### config.mk
export PLATFORM = sky130hd
export DESIGN_NAME = hash_arbiter
export DESIGN_NICKNAME = d
export VERILOG_FILES = /design/src/rtl/hash_arbiter.sv
export SDC_FILE = /design/constraint.sdc
export NUM_CORES = 1
export LEC_CHECK = 0
export ABC_AREA = 1
export CORE_MARGIN = 2
export CORE_UTILIZATION = 25
export DETAILED_ROUTE_END_ITERATION = 8
export HOLD_SLACK_MARGIN = 0.05
export SLEW_MARGIN = 20
export SYNTH_ARGS = -nofsm -noshare
export SYNTH_HDL_FRONTEND = slang
export SYNTH_SLANG_ARGS = --single-unit
### constraint.sdc
create_clock -name CLOCK -period 4.1 [get_ports CLOCK]
set_clock_uncertainty 0.1 [all_clocks]
set_input_delay 0.41 -clock CLOCK [delete_from_list [all_inputs] [get_ports CLOCK]]
set_output_delay 0.41 -clock CLOCK [all_outputs]
set_load 0.03 [all_outputs]
### src/rtl/hash_arbiter.sv
// ---------------------------------------------------------------------------
// hash_arbiter
//
// Shares one Jenkins one-at-a-time hash engine between NREQ byte-stream
// requesters. Requesters are granted round-robin; the granted message is fed
// to the engine one byte per cycle, and the finalized 32-bit hash is returned
// tagged with the requester index and a truncation flag.
//
// Optional feature macro: HASH_ARB_LEN_EN
//   defined   -> adds output hash_len (16-bit saturating count of bytes
//                accepted for the message)
//   undefined -> no hash_len port and no byte counter
//
// Modules in this file:
//   jenkins      : single-byte one-at-a-time hash engine (no reset)
//   hash_arbiter : top-level arbiter, FSM and result registers
//
// hash_arbiter ports:
//   CLOCK       in   1       clock, all logic on posedge
//   RESET       in   1       synchronous active-high reset
//   req_valid   in   NREQ    per-requester byte valid
//   req_last    in   NREQ    per-requester final-byte flag
//   req_data    in   8*NREQ  per-requester byte, requester i on [8i+7:8i]
//   req_ready   out  NREQ    one-hot byte accept (granted requester in FEED)
//   hash_valid  out  1       result valid, held until hash_ready
//   hash_ready  in   1       downstream accepts the result
//   hash        out  32      finalized hash
//   hash_id     out  IDW     index of the requester that produced the hash
//   hash_err    out  1       message truncated by a mid-message valid gap
//   hash_len    out  16      (HASH_ARB_LEN_EN only) accepted byte count
// ---------------------------------------------------------------------------

// ---------------------------------------------------------------------------
// jenkins
//
// One-at-a-time hash engine. Each cycle with i_sample high mixes i_value into
// the work register. The first idle cycle after a run of samples finalizes
// the work register into o_hash and raises o_complete; o_complete and o_hash
// then hold until the next sample. The second consecutive idle cycle clears
// the work register, so two idle cycles are needed between messages.
//
// Ports:
//   i_clk       in   1   clock
//   i_sample    in   1   mix i_value this cycle
//   i_value     in   8   message byte
//   o_complete  out  1   o_hash holds the finalized hash of the last message
//   o_hash      out  32  finalized hash
// ---------------------------------------------------------------------------
module jenkins (
    input  logic        i_clk,
    input  logic        i_sample,
    input  logic [7:0]  i_value,
    output logic        o_complete,
    output logic [31:0] o_hash
);

    logic [31:0] r_work;
    logic        r_busy;
    logic        r_done;
    logic [31:0] r_hash;

    logic [31:0] w_add;
    logic [31:0] w_mix;
    logic [31:0] w_step;
    logic [31:0] w_fin1;
    logic [31:0] w_fin2;
    logic [31:0] w_fin;

    // Per-byte mixing step
    always_comb begin
        w_add  = r_work + {24'd0, i_value};
        w_mix  = w_add + (w_add << 10);
        w_step = w_mix ^ (w_mix >> 6);
    end

    // Finalization of the accumulated work register
    always_comb begin
        w_fin1 = r_work + (r_work << 3);
        w_fin2 = w_fin1 ^ (w_fin1 >> 11);
        w_fin  = w_fin2 + (w_fin2 << 15);
    end

    // No reset: the owner guarantees two idle cycles before the first sample.
    always_ff @(posedge i_clk) begin
        if (i_sample) begin
            r_work <= w_step;
            r_busy <= 1'b1;
            r_done <= 1'b0;
        end else if (r_busy) begin
            r_hash <= w_fin;
            r_done <= 1'b1;
            r_busy <= 1'b0;
        end else begin
            r_work <= '0;
        end
    end

    assign o_complete = r_done;
    assign o_hash     = r_hash;

endmodule

// ---------------------------------------------------------------------------
// hash_arbiter
// ---------------------------------------------------------------------------
module hash_arbiter #(
    parameter int unsigned NREQ = 4,
    parameter int unsigned IDW  = 2
) (
    input  logic              CLOCK,
    input  logic              RESET,
    input  logic [NREQ-1:0]   req_valid,
    input  logic [NREQ-1:0]   req_last,
    input  logic [8*NREQ-1:0] req_data,
    output logic [NREQ-1:0]   req_ready,
    output logic              hash_valid,
    input  logic              hash_ready,
    output logic [31:0]       hash,
    output logic [IDW-1:0]    hash_id,
    output logic              hash_err
`ifdef HASH_ARB_LEN_EN
    ,
    output logic [15:0]       hash_len
`endif
);

    typedef enum logic [2:0] {
        S_FLUSH,
        S_ARB,
        S_FEED,
        S_DRAIN,
        S_CAPTURE,
        S_RESULT
    } state_t;

    state_t            r_state;
    logic              r_flush_cnt;
    logic [IDW-1:0]    r_grant;
    logic [IDW-1:0]    r_last_grant;
    logic              r_err;
    logic [NREQ-1:0]   r_req_ready;
    logic              r_hash_valid;
    logic [31:0]       r_hash;
    logic [IDW-1:0]    r_hash_id;
    logic              r_hash_err;
`ifdef HASH_ARB_LEN_EN
    logic [15:0]       r_len;
    logic [15:0]       r_hash_len;
`endif

    logic              w_gvalid;
    logic              w_glast;
    logic [7:0]        w_gdata;
    logic              w_accept;
    logic              w_any;
    logic [IDW-1:0]    w_next;
    int unsigned       w_dist;
    int unsigned       w_best;
    logic              w_eng_complete;
    logic [31:0]       w_eng_hash;

    // Signals of the currently granted requester
    always_comb begin
        w_gvalid = 1'b0;
        w_glast  = 1'b0;
        w_gdata  = '0;
        for (int unsigned i = 0; i < NREQ; i++) begin
            if (r_grant == IDW'(i)) begin
                w_gvalid = req_valid[i];
                w_glast  = req_last[i];
                w_gdata  = req_data[8*i +: 8];
            end
        end
    end

    // req_ready is only ever high for the granted requester, so the engine
    // sample is simply the byte handshake.
    assign w_accept = |(req_valid & r_req_ready);

    // Round-robin pick: each valid requester's distance past last_grant;
    // the smallest distance wins (requester last_grant+1 has distance 0).
    always_comb begin
        w_any  = |req_valid;
        w_next = r_last_grant;
        w_best = NREQ;
        w_dist = 0;
        for (int unsigned i = 0; i < NREQ; i++) begin
            w_dist = (i + NREQ - 1 - 32'(r_last_grant)) % NREQ;
            if (req_valid[i] && (w_dist < w_best)) begin
                w_best = w_dist;
                w_next = IDW'(i);
            end
        end
    end

    jenkins u_engine (
        .i_clk      (CLOCK),
        .i_sample   (w_accept),
        .i_value    (w_gdata),
        .o_complete (w_eng_complete),
        .o_hash     (w_eng_hash)
    );

    always_ff @(posedge CLOCK) begin
        if (RESET) begin
            r_state      <= S_FLUSH;
            r_flush_cnt  <= 1'b0;
            r_grant      <= '0;
            r_last_grant <= IDW'(NREQ - 1);
            r_err        <= 1'b0;
            r_req_ready  <= '0;
            r_hash_valid <= 1'b0;
            r_hash       <= '0;
            r_hash_id    <= '0;
            r_hash_err   <= 1'b0;
`ifdef HASH_ARB_LEN_EN
            r_len        <= '0;
            r_hash_len   <= '0;
`endif
        end else begin
            case (r_state)
                S_FLUSH: begin
                    // Two idle cycles clear the engine's work register
                    r_flush_cnt <= 1'b1;
                    if (r_flush_cnt) begin
                        r_flush_cnt <= 1'b0;
                        r_state     <= S_ARB;
                    end
                end

                S_ARB: begin
                    if (w_any) begin
                        r_grant      <= w_next;
                        r_last_grant <= w_next;
                        r_req_ready  <= NREQ'(1) << w_next;
                        r_err        <= 1'b0;
`ifdef HASH_ARB_LEN_EN
                        r_len        <= '0;
`endif
                        r_state      <= S_FEED;
                    end
                end

                S_FEED: begin
                    // A valid gap outranks last; the engine finalizes on the gap
                    if (!w_gvalid) begin
                        r_err       <= 1'b1;
                        r_req_ready <= '0;
                        r_state     <= S_DRAIN;
                    end else if (w_glast) begin
                        r_err       <= 1'b0;
                        r_req_ready <= '0;
                        r_state     <= S_DRAIN;
                    end
`ifdef HASH_ARB_LEN_EN
                    if (w_gvalid && (r_len != '1)) begin
                        r_len <= r_len + 16'd1;
                    end
`endif
                end

                S_DRAIN: begin
                    r_state <= S_CAPTURE;
                end

                S_CAPTURE: begin
                    if (w_eng_complete) begin
                        r_hash       <= w_eng_hash;
                        r_hash_id    <= r_grant;
                        r_hash_err   <= r_err;
                        r_hash_valid <= 1'b1;
`ifdef HASH_ARB_LEN_EN
                        r_hash_len   <= r_len;
`endif
                        r_state      <= S_RESULT;
                    end
                end

                S_RESULT: begin
                    if (hash_ready) begin
                        r_hash_valid <= 1'b0;
                        r_state      <= S_ARB;
                    end
                end

                default: begin
                    r_state <= S_FLUSH;
                end
            endcase
        end
    end

    assign req_ready  = r_req_ready;
    assign hash_valid = r_hash_valid;
    assign hash       = r_hash;
    assign hash_id    = r_hash_id;
    assign hash_err   = r_hash_err;
`ifdef HASH_ARB_LEN_EN
    assign hash_len   = r_hash_len;
`endif

endmodule

Metal 2:
Cells faint in the background.
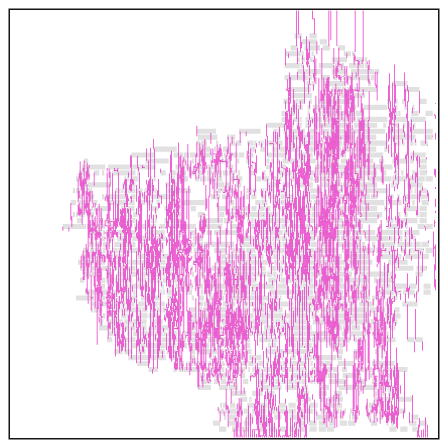
The longest straight run is 38.6 um. 1552 nets have wire on it. The wires run mostly vertical. The layer carries 16100 um of wire.

Signal wires on met3:
The bar under the picture is 50 um long. Cells faint in the background.
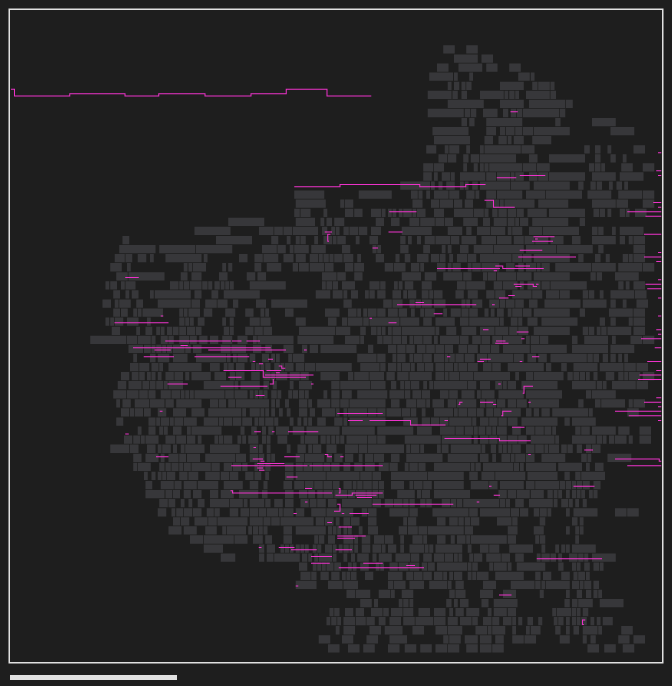
The layer carries 1080 um of wire. The layer holds 3.3% of the routed length. 127 nets have wire on it. The wires run mostly horizontal. The longest straight run is 40.9 um.

==> flow_summary.toml <==
# yosys + openroad results
[run_status]
status = "finished, violations left"
violations = "negative setup slack"

[final_layout]
layout-drive-gt1-share_pct = 40.1
layout_top_cell = "buf_4"
stdcell_area_um2 = 15500
nNetsFinal = 1796

[floorplan]
core_um2 = 36300
io_pins = 83
chip_area_um2 = 38200
fp_util_pct = 25.2

[final_timing]
setup_viol = 36
report.final.slew_viol_count = 0
fmax_ghz = 0.218
layout_setup_ws_ps = -481
finalHoldViolCount = 0
min_period_ps = 4580

[pwr]
p_comb_uw = 8860
vdd_drop_max_uv = 435
swShare_pct = 43.7
powerDensity_nw_per_um2 = 795
powerSeq_uw = 1950
maxPowerGroup = "combinational cells"
pwr-share-comb_pct = 71.6

[cts]
clkLatencyLatePin_ps = 420

[setup_path]
cpPeakStageDelay_ps = 410
cp.required_ps = 4170

[global_routing]
grt_overflow_total = 0
grt_max_degree = 38
grt_pass1_vias = 9964

[route]
dr.first_iter.drc_count = 703

[min_path]
hold_path_class = "reg -> reg"

[logic_synthesis]
yosys.cell_count.top_type = "nand2_1"
syn_area_per_cell_um2 = 7.50
yosys_cells = 1221
synthFlopType = "edfxtp_1"
top_area_cell = "edfxtp_1"
synth_flops = 115
edf_count = 64

[job]
log.warning_count = 31
drv_cap = 0

[place]
place_inst = 2025
## sequential cells by signal (all words and copies together), names as in the netlist
| name | flops |
|---|---|
| hash_valid | 1 |
| u_engine.r_busy | 1 |
| u_engine.o_hash | 32 |
| r_state | 3 |
| r_err | 1 |
| hash_id | 2 |
| r_grant | 2 |
| u_engine.r_work | 32 |
| hash | 32 |
| u_engine.o_complete | 1 |
| r_last_grant | 2 |
| hash_err | 1 |
| req_ready | 4 |
| r_flush_cnt | 1 |
## final timing paths
kind                   start             endpoint  slack (ps)  depth (start not counted)
setup / recovery  r_grant[1]  u_engine.r_work[22]        -480                         35
hold reg to reg      hash[1]              hash[1]         360                          2
setup reg to reg  r_grant[1]  u_engine.r_work[22]        -480                         35
hold / removal       hash[1]              hash[1]         360                          2
## cell families (layout without fill, tap and decap cells)
| kind of cell | after synthesis | count (layout) | share of synthesized area (%) |
|---|---|---|---|
| DFF | 115 | 115 | 32.1 |
| xor gates and xnor gates | 105 | 105 | 10.3 |
| adders and majority gates | 81 | 81 | 11.4 |
| buffers and inverters | 149 | 613 | 6.10 |
| and+or+nand+nor | 539 | 539 | 25.7 |
| AOI/OAI and AO/OA | 232 | 232 | 14.4 |
## timing repair
item                                    4_1_cts  5_1_grt
pin swaps                                    71      117
buffers inserted                             72       39
cloned                                        0        0
endpoints found under the setup margin       35       39
gates resized                               150      187
## routing by layer
metal  global-route usage (%)  part of all wire, %
met5                        0                    0
met4                     5.20                  2.7
met3                     2.45                  3.3
met2                     27.7                   50
met1                     21.1                   44
## final cells by class
class                   count  area (um^2)  area share (%)
multi-input cells         957         7180            46.2
repair buffers            451         3730            24.0
flip-flops and latches    115         2950            19.0
well taps                 468          586            3.77
inverters                 130          499            3.21
clock buffers              17          425            2.74
clock inverters            15          179            1.15
Power figures rest on the tool's default switching activity, not on a simulated workload.
